File: src/rtl/mem_arbiter.sv
// Two-port round-robin arbiter in front of the shared code/data memory.
// Each access is latched at grant and held on the memory pins for LATENCY cycles.
module mem_arbiter #(
   parameter int WIDTH   = 8,
   parameter int LATENCY = 1
) (
   input  logic             clk,
   input  logic             reset,
   input  logic             hold,
   input  logic             req0,
   input  logic             we0,
   input  logic [WIDTH-1:0] addr0,
   input  logic [WIDTH-1:0] wdata0,
   output logic             gnt0,
   output logic             done0,
   input  logic             req1,
   input  logic             we1,
   input  logic [WIDTH-1:0] addr1,
   input  logic [WIDTH-1:0] wdata1,
   output logic             gnt1,
   output logic             done1,
   output logic [WIDTH-1:0] rdata,
   output logic             memread,
   output logic             memwrite,
   output logic [WIDTH-1:0] mar,
   output logic [WIDTH-1:0] writedata,
   input  logic [WIDTH-1:0] memdata
);

   typedef enum logic {IDLE, BUSY} state_t;

   localparam logic [3:0] CNT_INIT = 4'(LATENCY - 1);

   state_t     state;
   logic       op;
   logic       last;
   logic [3:0] cnt;

   assign memread  = (state == BUSY) && !op;
   assign memwrite = (state == BUSY) && op;

   always_ff @(posedge clk or posedge reset) begin
      if (reset) begin
         state     <= IDLE;
         cnt       <= 4'd0;
         last      <= 1'b1;
         op        <= 1'b0;
         gnt0      <= 1'b0;
         gnt1      <= 1'b0;
         done0     <= 1'b0;
         done1     <= 1'b0;
         rdata     <= '0;
         mar       <= '0;
         writedata <= '0;
      end else begin
         done0 <= 1'b0;
         done1 <= 1'b0;
         case (state)
            IDLE: begin
               if (!hold && (req0 || req1)) begin
                  // On a tie the port that was not served last wins.
                  if (req0 && (!req1 || last)) begin
                     mar       <= addr0;
                     writedata <= wdata0;
                     op        <= we0;
                     gnt0      <= 1'b1;
                     last      <= 1'b0;
                  end else begin
                     mar       <= addr1;
                     writedata <= wdata1;
                     op        <= we1;
                     gnt1      <= 1'b1;
                     last      <= 1'b1;
                  end
                  cnt   <= CNT_INIT;
                  state <= BUSY;
               end
            end
            BUSY: begin
               if (cnt != 4'd0) begin
                  cnt <= cnt - 4'd1;
               end else begin
                  if (!op) begin
                     rdata <= memdata;
                  end
                  done0 <= gnt0;
                  done1 <= gnt1;
                  gnt0  <= 1'b0;
                  gnt1  <= 1'b0;
                  state <= IDLE;
               end
            end
            default: state <= IDLE;
         endcase
      end
   end

endmodule

File: config.mk
export PLATFORM = sky130hd
export DESIGN_NAME = mem_arbiter
export DESIGN_NICKNAME = d
export VERILOG_FILES = /design/src/rtl/mem_arbiter.sv
export SDC_FILE = /design/constraint.sdc
export NUM_CORES = 1
export LEC_CHECK = 0
export ABC_CLOCK_PERIOD_IN_PS = 4510
export CORE_MARGIN = 2
export CORE_UTILIZATION = 45
export CTS_BUF_LIST = sky130_fd_sc_hd__clkbuf_2 sky130_fd_sc_hd__clkbuf_4 sky130_fd_sc_hd__clkbuf_8
export DETAILED_ROUTE_END_ITERATION = 10
export PLACE_DENSITY_LB_ADDON = 0.05
export SYNTH_ARGS = -nofsm -noshare
export SYNTH_HDL_FRONTEND = slang
export SYNTH_SLANG_ARGS = --single-unit
File: constraint.sdc
create_clock -name clk -period 4.51 [get_ports clk]
set_input_delay 1.1275 -clock clk [delete_from_list [all_inputs] [get_ports clk]]
set_output_delay 1.1275 -clock clk [all_outputs]
set_load 0.02 [all_outputs]
Fig. 1: run 1, the metal 1 layer
Bar = 20 µm.
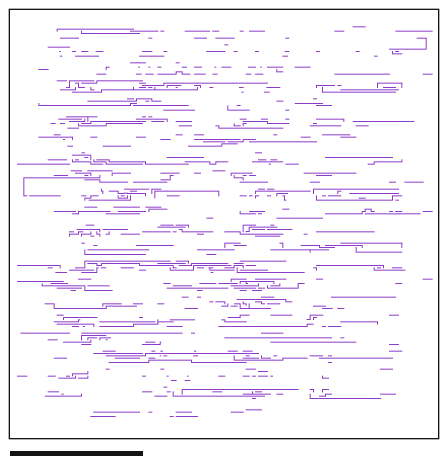
share of all routed wire: 40%
longest straight run: 17.5 µm
M1 GR Usage: 0.233
Vias: 1,419
final WL: 3820 µm

Fig. 2: run 1, M2 wires
Bar = 20 µm. Cells faint in the background.
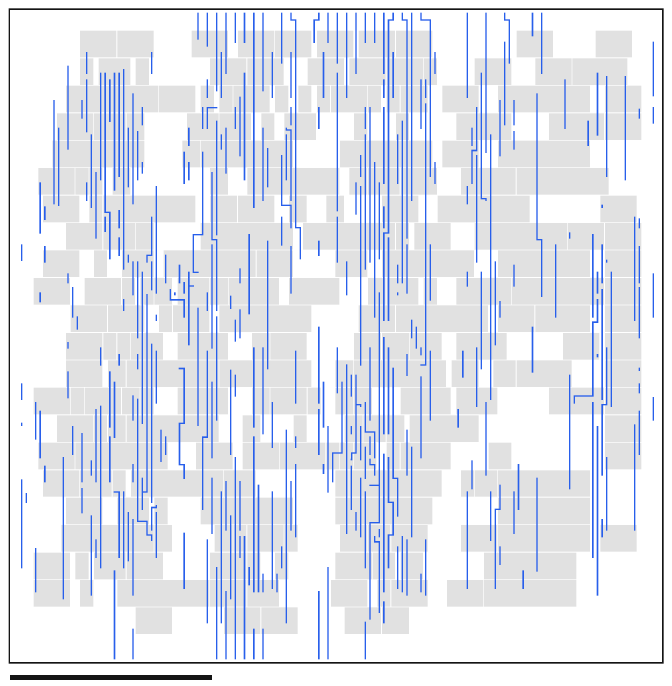
main direction: vertical
wire length on this layer: 2,030 µm
share of all routed wire: 53%
nets with wire on the layer: 249
longest straight run: 26.2 µm
met2 usage: 0.362

==> results.sh, run 1 <==
# yosys + openroad results
export IMPL_outcome="completed"
export IMPL_die_area_um2=4170
export IMPL_setup_worst_path_start="state$_DFF_PP0_"
export IMPL_worstSetupStartpointType="flip-flop"
export IMPL_max_freq_mhz=354
export IMPL_cts_buffer_depth=2
export IMPL_clkPwrFrac=0.245
export IMPL_seq_power_w=0.000411
export IMPL_min_delay_path_depth=2
export IMPL_num_tap_cells=48
export IMPL_cts_resized=0
export IMPL_slowest_delay_ns=0.62
export IMPL_fin_skew_ns=0.00265
export IMPL_post_cts_setup_buffer_count=0
export IMPL_finalCriticalPeriod_ns=2.82
export IMPL_viasPerCell=5.01
export IMPL_finalSetupViolCount=0
export IMPL_synthTopLogicFamily="AND-OR/OR-AND gates"
export IMPL_post_dp_cell_area_um2=2450
export IMPL_tightest_slew_ns=0.748
export IMPL_cts_tree="done"
export IMPL_synth_top_cells_by_area="dfrtp_1, o221ai_1, inv_1"
export IMPL_clock_cell_area_share=0.0406
export IMPL_ys_cells=156
export IMPL_reg2reg_depth=3
export IMPL_r2r_end="last$_DFFE_PP1P_"
export IMPL_fp_dieW_um=64.6
export IMPL_pin_count=77
export IMPL_top_cell_area_share=0.515
export IMPL_n_all_buffers=78
export IMPL_syn_avg_cell_area_um2=10.6
export IMPL_endpoint="memread"
export IMPL_path_class="flip-flop to output pin"
export IMPL_internal_power_w=0.000715
export IMPL_p_comb_frac=0.347
export IMPL_regArea_um2=877
export IMPL_mostFrequentLayoutCells="clkdlybuf4s50_1, inv_1, dfrtp_1"
export IMPL_logic_gates=77
export IMPL_synthCells=156
export IMPL_synth_seq_cells=35
export IMPL_cts_made_buffers=5
export IMPL_ant_nets=0
export IMPL_ys_sh_simple=0.0909
export IMPL_crit_family="buffers and inverters"
export IMPL_htreeDepth=2
export IMPL_clkbuf_count=8
export IMPL_grt_overflow=0
export IMPL_portBuffers=76
export IMPL_grt_max_degree=36
export IMPL_hold_class="flip-flop to flip-flop"
export IMPL_numClockSinks=35
export IMPL_critPathMaxFanout=13
export IMPL_largest_class="flip-flops and latches"
export IMPL_drc=0
export IMPL_grt_total_usage=0.200
export IMPL_nets=282
export IMPL_ir_drop_mv=0.220
export IMPL_clock_latency_ns=0.28
export IMPL_synth_seq_share=0.531
export IMPL_logic_area_um2=603
export IMPL_layout_drive_gt1_share=0.102
export IMPL_flop_count=35
export IMPL_hold_path_endpoint="mar[3]$_DFFE_PP0P_"
export IMPL_async_flop_share=1.00
export IMPL_fin_setup_tns_ns=0
export IMPL_maxSlewViolCount=0
export IMPL_inverters_excl_clock=37
export IMPL_syn_cell_area_um2=1650
export IMPL_dp_slack_ns=1.84
export IMPL_pg_comb_w=0.000349
export IMPL_hold_start="mar[3]$_DFFE_PP0P_"
export IMPL_path_cells="and2b_1, clkdlybuf4s50_1"
export IMPL_p_leak_nw=1.22
export IMPL_root_buffer="clkbuf_8"
export IMPL_power_top_group="sequential cells"
export IMPL_yosysMostFrequentCell="inv_1"
export IMPL_reg_largest_list="mar x8, rdata x8, writedata x8"
export IMPL_ff_type="dfrtp_1"
export IMPL_mux_share=0.0848
export IMPL_rows=22
export IMPL_p_sw_frac=0.291
export IMPL_seq_power_share=0.408
export IMPL_seq_share=0.343
export IMPL_fp_dieH_um=64.6
export IMPL_synthTopCellsByCount="inv_1, dfrtp_1, o21ai_1"
export IMPL_ctsHoldBuffers=0
export IMPL_grt_setup_unrepaired="false"
Fig. 3: run 1, signal wires on met3
Bar = 20 µm. Cells faint in the background.
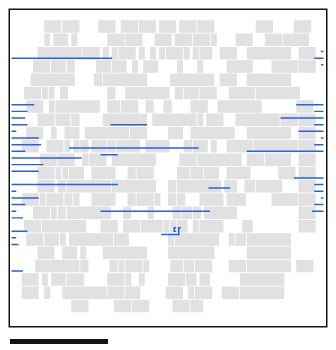
share of all routed wire: 6.2%
main direction: horizontal
longest straight run: 26.2 µm
GR Util met3: 0.0625

Fig. 4: run 1, cell density map
The die is cut into 6 by 6 equal tiles; white is low, dark blue is high, 0 to 100% covered.
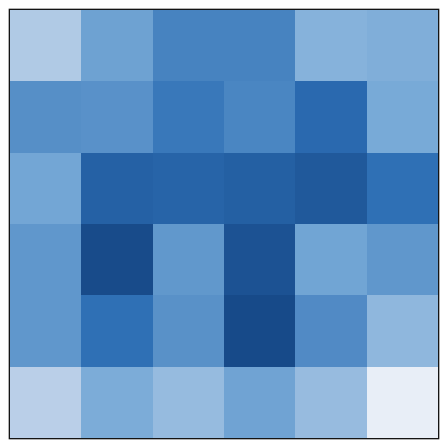
tiles over 75% full: 22%
emptiest ninth of the die: south-east
fullest tile: 90%
densest ninth of the die: centre
core box area: 3610 µm²
fin util: 0.710

run 1: routing by layer:
layer	track usage	part of all wire	up-vias
met1	0.233	0.40	676
li1	-	-	687
met4	0.0399	0.0034	0
met5	0	0	-
met3	0.0625	0.062	2
met2	0.362	0.53	54
run 1: stage by stage:
step / utilization / hold slack (ns) / std cells / power (W)
3_3_place_gp: 0.681 / 0.485 / 275 / 0.000759
4_1_cts: 0.710 / 0.503 / 283 / 0.00102
6_report: 0.710 / 0.502 / 283 / 0.00101
3_5_place_dp: 0.681 / 0.486 / 275 / 0.000770
2_1_floorplan: - / 0.465 / 156 / 0.000587
5_1_grt: 0.710 / 0.520 / 283 / 0.00107
run 1: worst reg2reg max path, cell delays in order, from the launching register on:
cell,delay [ns]
dfrtp_1,0.56
or2_1,0.66
nor2_1,0.16
o21a_1,0.20
Fig. 5: run 1, track usage over the die
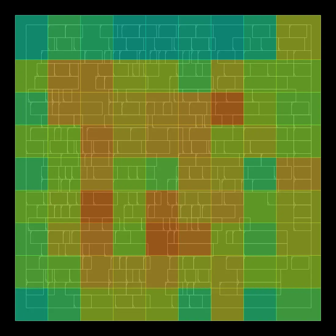

--- run 2 (diff from run 1) ---
--- a/config.mk
+++ b/config.mk
@@ -5,9 +5,9 @@
 export SDC_FILE = /design/constraint.sdc
 export NUM_CORES = 1
 export LEC_CHECK = 0
-export ABC_CLOCK_PERIOD_IN_PS = 4510
+export ABC_CLOCK_PERIOD_IN_PS = 2800
 export CORE_MARGIN = 2
-export CORE_UTILIZATION = 45
+export CORE_UTILIZATION = 42
 export CTS_BUF_LIST = sky130_fd_sc_hd__clkbuf_2 sky130_fd_sc_hd__clkbuf_4 sky130_fd_sc_hd__clkbuf_8
 export DETAILED_ROUTE_END_ITERATION = 10
 export PLACE_DENSITY_LB_ADDON = 0.05
==> constraint.sdc (replaced) <==
create_clock -name clk -period 2.8 [get_ports clk]
set_input_delay 0.7 -clock clk [delete_from_list [all_inputs] [get_ports clk]]
set_output_delay 0.7 -clock clk [all_outputs]
set_load 0.02 [all_outputs]
Fig. 6: run 2, track usage over the die
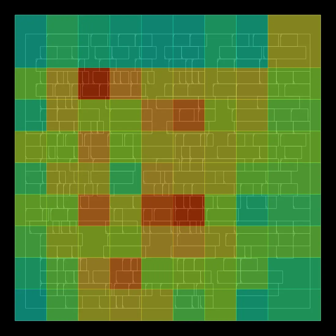
fin util: 0.692
Wirelength per Cell: 13.9 µm
met2 usage: 0.350
grt peak-use layer: met2
GRT Total Usage: 0.199

Fig. 7: run 2, the metal 1 layer
Bar = 20 µm.
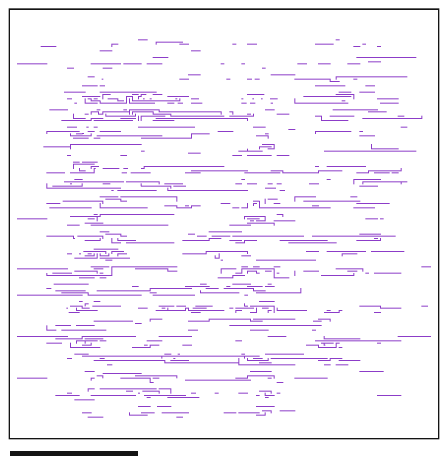
longest straight run: 27.6 µm
nets with wire on the layer: 241
share of all routed wire: 40%
wire length on this layer: 1,570 µm
Vias: 1,427
M1 GR Usage: 0.229
final WL: 3940 µm

Fig. 8: run 2, cell density map
The die is cut into 7 by 7 equal tiles; white is low, dark blue is high, 0 to 100% covered.
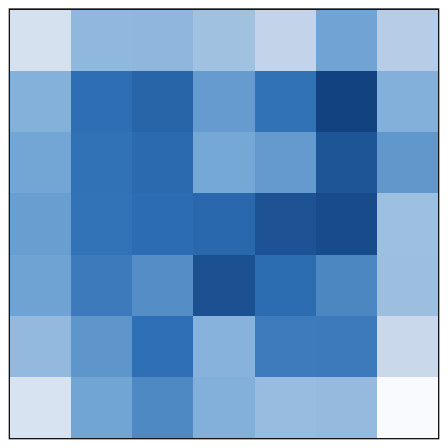
densest ninth of the die: centre
mean over tiles: 56%
fullest tile: 93%
emptiest ninth of the die: south-east
tiles over 75% full: 20%
core box area: 3720 µm²
fp_density: 0.444

==> results.sh, run 2 <==
# yosys + openroad results
export IMPL_outcome="completed"
export IMPL_setup_worst_path_start="state$_DFF_PP0_"
export IMPL_comb_area_frac=0.234
export IMPL_crit_required_ns=2.10
export IMPL_max_freq_mhz=417
export IMPL_mostFrequentLayoutCells="clkdlybuf4s50_1, inv_1, dfrtp_1"
export IMPL_fin_skew_ns=0.00672
export IMPL_synthTopCellsByCount="inv_1, dfrtp_1, o21ai_1"
export IMPL_yosysMostFrequentCell="inv_1"
export IMPL_clkTransAtPathRegs_ns=0.07
export IMPL_antenna_found_initial=0
export IMPL_synth_top_cells_by_area="dfrtp_1, o221ai_1, inv_1"
export IMPL_path_class="flip-flop to output pin"
export IMPL_worst_slack_ns=0.405
export IMPL_ctsHoldBuffers=0
export IMPL_ys_cells=156
export IMPL_regArea_um2=877
export IMPL_synth_area_leader_cell="dfrtp_1"
export IMPL_ant_nets=0
export IMPL_ff_type="dfrtp_1"
export IMPL_post_cts_setup_buffer_count=0
export IMPL_lay_top_count="clkdlybuf4s50_1"
export IMPL_slew_headroom=0.514
export IMPL_min_period_over_period=0.855
export IMPL_fin_setup_tns_ns=0
export IMPL_total_power_w=0.00169
export IMPL_grt_setup_unrepaired="false"
export IMPL_reg2reg_depth=3
export IMPL_ir_drop_mv=0.320
export IMPL_pin_count=77
export IMPL_logic_gates=77
export IMPL_routed_wl_met3_um=279
export IMPL_grt_max_degree=36
export IMPL_htreeDepth=2
export IMPL_ys_chip_area_um2=1650
export IMPL_antennaDiodeCount=0
export IMPL_top_cell_area_share=0.515
export IMPL_syn_cell_area_um2=1650
export IMPL_use_met3=0.0659
export IMPL_worstSetupStartpointType="flip-flop"
export IMPL_design_area_um2=2570
export IMPL_flop_count=35
export IMPL_reg_largest_list="mar x8, rdata x8, writedata x8"
export IMPL_final_cells=283
export IMPL_die_area_um2=4450
export IMPL_ys_warn_count=0
export IMPL_endpoint_kind="output pin"
export IMPL_dp_hpwl_um=2880
export IMPL_largest_class="flip-flops and latches"
export IMPL_r2r_end="last$_DFFE_PP1P_"
export IMPL_buffer_area_frac=0.302
export IMPL_num_tap_cells=48
export IMPL_layout_drive_gt1_share=0.102
export IMPL_numClockSinks=35
export IMPL_nFillCells=292
export IMPL_hold_path_endpoint="cnt[0]$_DFFE_PP0P_"
export IMPL_wl_met1_um=1570
export IMPL_endpoint="memread"
export IMPL_cts_tree="done"
export IMPL_globalplace_congestion=0.696
export IMPL_grt_first_pass_wirelength_um=6600
export IMPL_first_iter_violations=53
export IMPL_dp_cells=275
export IMPL_root_buffer="clkbuf_8"
export IMPL_r2r_start="state$_DFF_PP0_"
export IMPL_timing_hold_ws_ns=0.500
export IMPL_clkbuf_count=6
export IMPL_critPathMaxFanout=13
export IMPL_tightest_slew_ns=0.728
export IMPL_logic_area_um2=603
export IMPL_synth_seq_cells=35
export IMPL_cts_resized=0
export IMPL_hold_start="cnt[0]$_DFFE_PP0P_"
export IMPL_grt_pass1_vias=1519
export IMPL_seq_share=0.341
export IMPL_hold_class="flip-flop to flip-flop"
export IMPL_drc=0
export IMPL_routed_wl_met2_um=2050
export IMPL_maxSlewViolCount=0
export IMPL_p_leak_nw=1.23
export IMPL_async_flop_share=1.00
export IMPL_cp_arrival_ns=1.70
export IMPL_finalCriticalPeriod_ns=2.40
export IMPL_ff2ff_setup_slack_ns=1.18
export IMPL_post_dp_cell_area_um2=2450
export IMPL_finalSetupViolCount=0
export IMPL_fp_nets=204
export IMPL_synthCells=156
export IMPL_cts_buffer_depth=2
export IMPL_warnings=26
export IMPL_maxCapViolations=0
export IMPL_clock_latency_ns=0.28
export IMPL_dp_slack_ns=0.565
export IMPL_clock_cell_area_share=0.0457
export IMPL_nets=282
export IMPL_edf_count=0
export IMPL_inverters_excl_clock=37
export IMPL_p_per_area_nw_per_um2=656
export IMPL_dr_max_layer_used="met4"
export IMPL_n_all_buffers=78
export IMPL_grt_overflow=0
export IMPL_min_delay_path_depth=1
export IMPL_syn_avg_cell_area_um2=10.6
export IMPL_fp_dieW_um=66.7
export IMPL_hold_viol_final=0
export IMPL_viasPerCell=5.04
export IMPL_cts_made_buffers=5
export IMPL_synth_seq_share=0.531
export IMPL_rows=22
export IMPL_ys_types=29
export IMPL_syn_to_final_growth_pct=55.8
export IMPL_firstDrtPassIters=4
export IMPL_fp_dieH_um=66.7
export IMPL_portBuffers=76
[run 2: cell counts after synthesis]
No cell type changed its count.
[run 2: cells by family (layout without fill, tap and decap cells)]
kind of cell	count (synthesis)	in the layout	synth area share
buf+inv	44	123	0.104
compound gates	44	44	0.182
flops	35	35	0.531
fa+ha+maj	1	1	0.00757
simple gates	22	22	0.0909
mux	10	10	0.0849
[run 2: report_power, final]
| part | internal, W | total [W] | switching, W |
|---|---|---|---|
| registers | 0.000604 | 0.000662 | 0.0000576 |
| clock network | 0.000288 | 0.000464 | 0.000176 |
| logic | 0.000313 | 0.000562 | 0.000250 |
| total | 0.00120 | 0.00169 | 0.000483 |
[run 2: worst max-delay path: stages, from the launching register on]
cell and delay, ns:
dfrtp_1 0.56, and2b_1 0.24, clkdlybuf4s50_1 0.62
Power is estimated from default activity; no workload was simulated.
